`src/rtl/fact_ctrl_seq.sv`:
```
// Factorial control/datapath sequencer: accepts n on go, iterates a multiply
// loop steered by the external comparator, and reports n! with done/err.
// Optional cycle counter output enabled by defining FACT_CYCLE_CNT_EN.
module fact_ctrl_seq #(
    parameter int RES_W = 32,
    parameter int N_MAX = 12
) (
    input  logic             clk,
    input  logic             rst,
    input  logic             go,
    input  logic [3:0]       n,
    output logic [3:0]       cnt_out,
    input  logic             cmp_le,
    output logic             busy,
    output logic             done,
    output logic             err,
    output logic [RES_W-1:0] result
`ifdef FACT_CYCLE_CNT_EN
    ,
    output logic [7:0]       cycles
`endif
);

    typedef enum logic [1:0] {
        S_IDLE  = 2'd0,
        S_CHECK = 2'd1,
        S_MULT  = 2'd2,
        S_DONE  = 2'd3
    } state_t;

    localparam logic [4:0] N_MAX_L = 5'(N_MAX);

    state_t           state_reg, state_next;
    logic [3:0]       cnt_reg, cnt_next;
    logic [RES_W-1:0] product_reg, product_next;
    logic [RES_W-1:0] result_reg, result_next;
    logic             err_reg, err_next;
    logic             n_ok;
    logic             accept;

    assign n_ok   = ({1'b0, n} <= N_MAX_L);
    assign accept = (state_reg == S_IDLE) && go;

    always_ff @(posedge clk) begin
        if (rst) begin
            state_reg   <= S_IDLE;
            cnt_reg     <= 4'd0;
            product_reg <= '0;
            result_reg  <= '0;
            err_reg     <= 1'b0;
        end else begin
            state_reg   <= state_next;
            cnt_reg     <= cnt_next;
            product_reg <= product_next;
            result_reg  <= result_next;
            err_reg     <= err_next;
        end
    end

    always_comb begin
        state_next   = state_reg;
        cnt_next     = cnt_reg;
        product_next = product_reg;
        result_next  = result_reg;
        err_next     = err_reg;
        case (state_reg)
            S_IDLE: begin
                if (go) begin
                    if (n_ok) begin
                        cnt_next     = n;
                        product_next = RES_W'(1);
                        err_next     = 1'b0;
                        state_next   = S_CHECK;
                    end else begin
                        err_next    = 1'b1;
                        result_next = '0;
                        state_next  = S_DONE;
                    end
                end
            end
            S_CHECK: begin
                // cmp_le comes from the external comparator (cnt_out <= 1)
                if (cmp_le) begin
                    result_next = product_reg;
                    state_next  = S_DONE;
                end else begin
                    state_next = S_MULT;
                end
            end
            S_MULT: begin
                product_next = product_reg * RES_W'(cnt_reg);
                cnt_next     = cnt_reg - 4'd1;
                state_next   = S_CHECK;
            end
            S_DONE: begin
                state_next = S_IDLE;
            end
            default: begin
                state_next = S_IDLE;
            end
        endcase
    end

`ifdef FACT_CYCLE_CNT_EN
    logic [7:0] cycles_reg, cycles_next;

    // The accepting cycle counts as the first busy cycle; DONE itself is
    // counted by the increment on the edge that enters it.
    always_comb begin
        cycles_next = cycles_reg;
        if (accept) begin
            cycles_next = 8'd1;
        end else if ((state_reg == S_CHECK || state_reg == S_MULT) &&
                     cycles_reg != 8'hFF) begin
            cycles_next = cycles_reg + 8'd1;
        end
    end

    always_ff @(posedge clk) begin
        if (rst) begin
            cycles_reg <= 8'd0;
        end else begin
            cycles_reg <= cycles_next;
        end
    end

    assign cycles = cycles_reg;
`else
    logic accept_unused;
    assign accept_unused = accept;
`endif

    assign cnt_out = cnt_reg;
    assign busy    = (state_reg != S_IDLE);
    assign done    = (state_reg == S_DONE);
    assign err     = err_reg;
    assign result  = result_reg;

endmodule

```
`config.mk`:
```
export PLATFORM = sky130hd
export DESIGN_NAME = fact_ctrl_seq
export DESIGN_NICKNAME = d
export VERILOG_FILES = /design/src/rtl/fact_ctrl_seq.sv
export SDC_FILE = /design/constraint.sdc
export NUM_CORES = 1
export LEC_CHECK = 0
export CORE_MARGIN = 8
export CORE_UTILIZATION = 45
export CTS_BUF_LIST = sky130_fd_sc_hd__clkbuf_8 sky130_fd_sc_hd__clkbuf_16
export CTS_CLUSTER_SIZE = 14
export DETAILED_ROUTE_END_ITERATION = 10
export SETUP_SLACK_MARGIN = 0.05
export SYNTH_ARGS = -nofsm -noshare
export SYNTH_HDL_FRONTEND = slang
export SYNTH_SLANG_ARGS = --single-unit
```
`constraint.sdc`:
```
create_clock -name clk -period 9.3 [get_ports clk]
set_clock_uncertainty 0.2 [all_clocks]
set_input_delay 1.86 -clock clk [delete_from_list [all_inputs] [get_ports clk]]
set_output_delay 1.86 -clock clk [all_outputs]
set_load 0.005 [all_outputs]
```
==> flow_metrics.env <==
# flow metrics
export IMPL_status="finished, final reports clean"
export IMPL_nNetsFinal=918
export IMPL_met2_wirelength_um=8390
export IMPL_yosysWarnings=0
export IMPL_synthCells=806
export IMPL_yosysTopAreaCell="dfxtp_1"
export IMPL_worst_ep_arrival_time_ps=4820
export IMPL_grt_max_degree=54
export IMPL_bufAreaShareNonClock_pct=6.64
export IMPL_grt_pass1_vias=5527
export IMPL_met1_usage_pct=24.3
export IMPL_most_common_cell="inv_1"
export IMPL_rsz0062_at_grt="false"
export IMPL_power_uw=763
export IMPL_ys_top_cells_by_count="inv_1, and2_1, nand2_1"
export IMPL_fillCellCount=1299
export IMPL_antennaDiodeCount=0
export IMPL_yosys_top_cells_area="dfxtp_1, fa_1, and2_1, inv_1, ha_1"
export IMPL_hold_path_class="reg2reg"
export IMPL_avgSynthCellArea_um2=8.00
export IMPL_warnings=26
export IMPL_drt_iter0_drc=313
export IMPL_ant_nets=0
export IMPL_die_w_um=136
export IMPL_timing_rr_end="product_reg[30]"
export IMPL_cp_common_cell="fa_1"
export IMPL_nNonClkInverters=115
export IMPL_edf_count=0
export IMPL_cp_depth=12
export IMPL_viasPerCell=5.52
export IMPL_wire_per_inst_um=16.9
export IMPL_drv_cap=0
export IMPL_fin_util_pct=52.4
export IMPL_r2r_slack_ps=4510
export IMPL_max_slew_margin_rel_pct=25.6
export IMPL_dpl_cell_area_um2=6980
export IMPL_worstSetupEndpoint="product_reg[30]"
export IMPL_p_sw_uw=197
export IMPL_clk_latency_ps=340
export IMPL_final_area_um2=7310
export IMPL_setup_viol=0
export IMPL_logic_area_um2=4420
export IMPL_ys_sh_simple_pct=20.7
export IMPL_dr_pass1_iters=4
export IMPL_crit_family="adder cells"
export IMPL_hp_start="result[24]"
export IMPL_die_h_um=136
export IMPL_worstSetupStartpointType="flip-flop"
export IMPL_cts_max_level=3
export IMPL_lay_top_cells="inv_1, and2_1, nand2_1"
export IMPL_ioPinCount=47
export IMPL_ys_chip_area_um2=6450
export IMPL_grt_usage_pct=19.3
export IMPL_fmax_mhz=209
export IMPL_fin_hold_ws_ps=293
export IMPL_layout_top_cell="inv_1"
export IMPL_path_buffers=1
export IMPL_top_usage_layer="met2"
export IMPL_dp_cells=989
export IMPL_seq_cell_share_pct=19.5
export IMPL_power_density_nw_per_um2=104
export IMPL_maxSlewViolCount=0
export IMPL_worst_slew_pin_slew_ps=1120
export IMPL_die_area_um2=18400
export IMPL_comb_power_share_pct=6.8
export IMPL_yosys_stat_seqShare_pct=22.0
export IMPL_core_area_um2=13900
export IMPL_cp_end_kind="flip-flop"
export IMPL_largest_class="logic gates"
export IMPL_seq_power_uw=324
export IMPL_final_cell_count_no_fill=1005
export IMPL_xor_share_pct=3.20
export IMPL_power_leader="clock"
export IMPL_drc=0
export IMPL_synthAoiAreaFrac_pct=20.2
export IMPL_grt_overflow_total=0
export IMPL_dr_wl_met3_um=639
export IMPL_fin_crit_sh_pct=51.5
export IMPL_synth_adder_area_share_pct=24.1
export IMPL_tns_ps=0
export IMPL_peakVddDrop_mv=0.0872
export IMPL_area_growth_pct=13.3
export IMPL_clk_share_pct=4.44
export IMPL_tritoncts="yes"
export IMPL_drive_gt1_share_pct=4.24
export IMPL_clk_pin_slew_ps=60
export IMPL_yosys_cells=806
export IMPL_dp_slack_ps=4530
export IMPL_cts_buffer_depth=2
export IMPL_initial_core_util_pct=46.3
export IMPL_critPathLaunch="cnt_out[3]"
export IMPL_grt_antenna_before_repair=0
export IMPL_io_buffers=46
export IMPL_tap_cells=180
export IMPL_ff_type="dfxtp_1"
### Met3 routing

Drawn at 3 px/um.
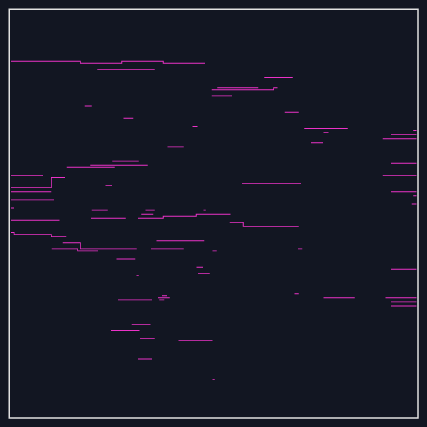
nets with wire on the layer: 53
main direction: horizontal
wire length on this layer: 640 um
total wire length: 17000 um
via total after detailed routing: 5548
M3 GR Usage: 2.71%

### Clock wiring as the flow saved it

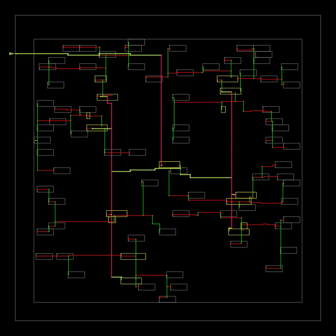
clk pwr: 387 uW
# clk buffers: 10
CTS Buf Count: 9
Sinks on Clock Net: 71

### Sizing map

Drawn at 3 px/um.
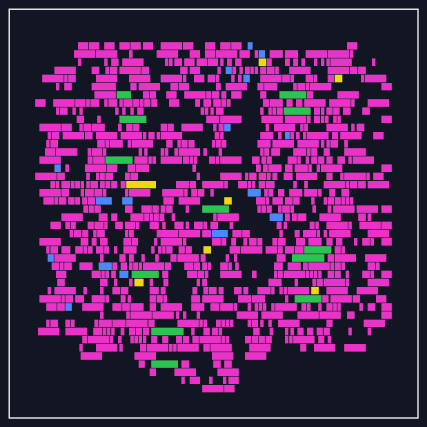
legend:
  green:
    size: x6 and larger
    cells: 12
  magenta:
    size: x1 and smaller
    cells: 790
  yellow:
    size: x3 and x4
    cells: 7
  blue:
    size: x2
    cells: 16
count of plain and timing-repair buffers: 50
fin worst setup slack: 4510 ps

Power and IR drop assume default switching activity.
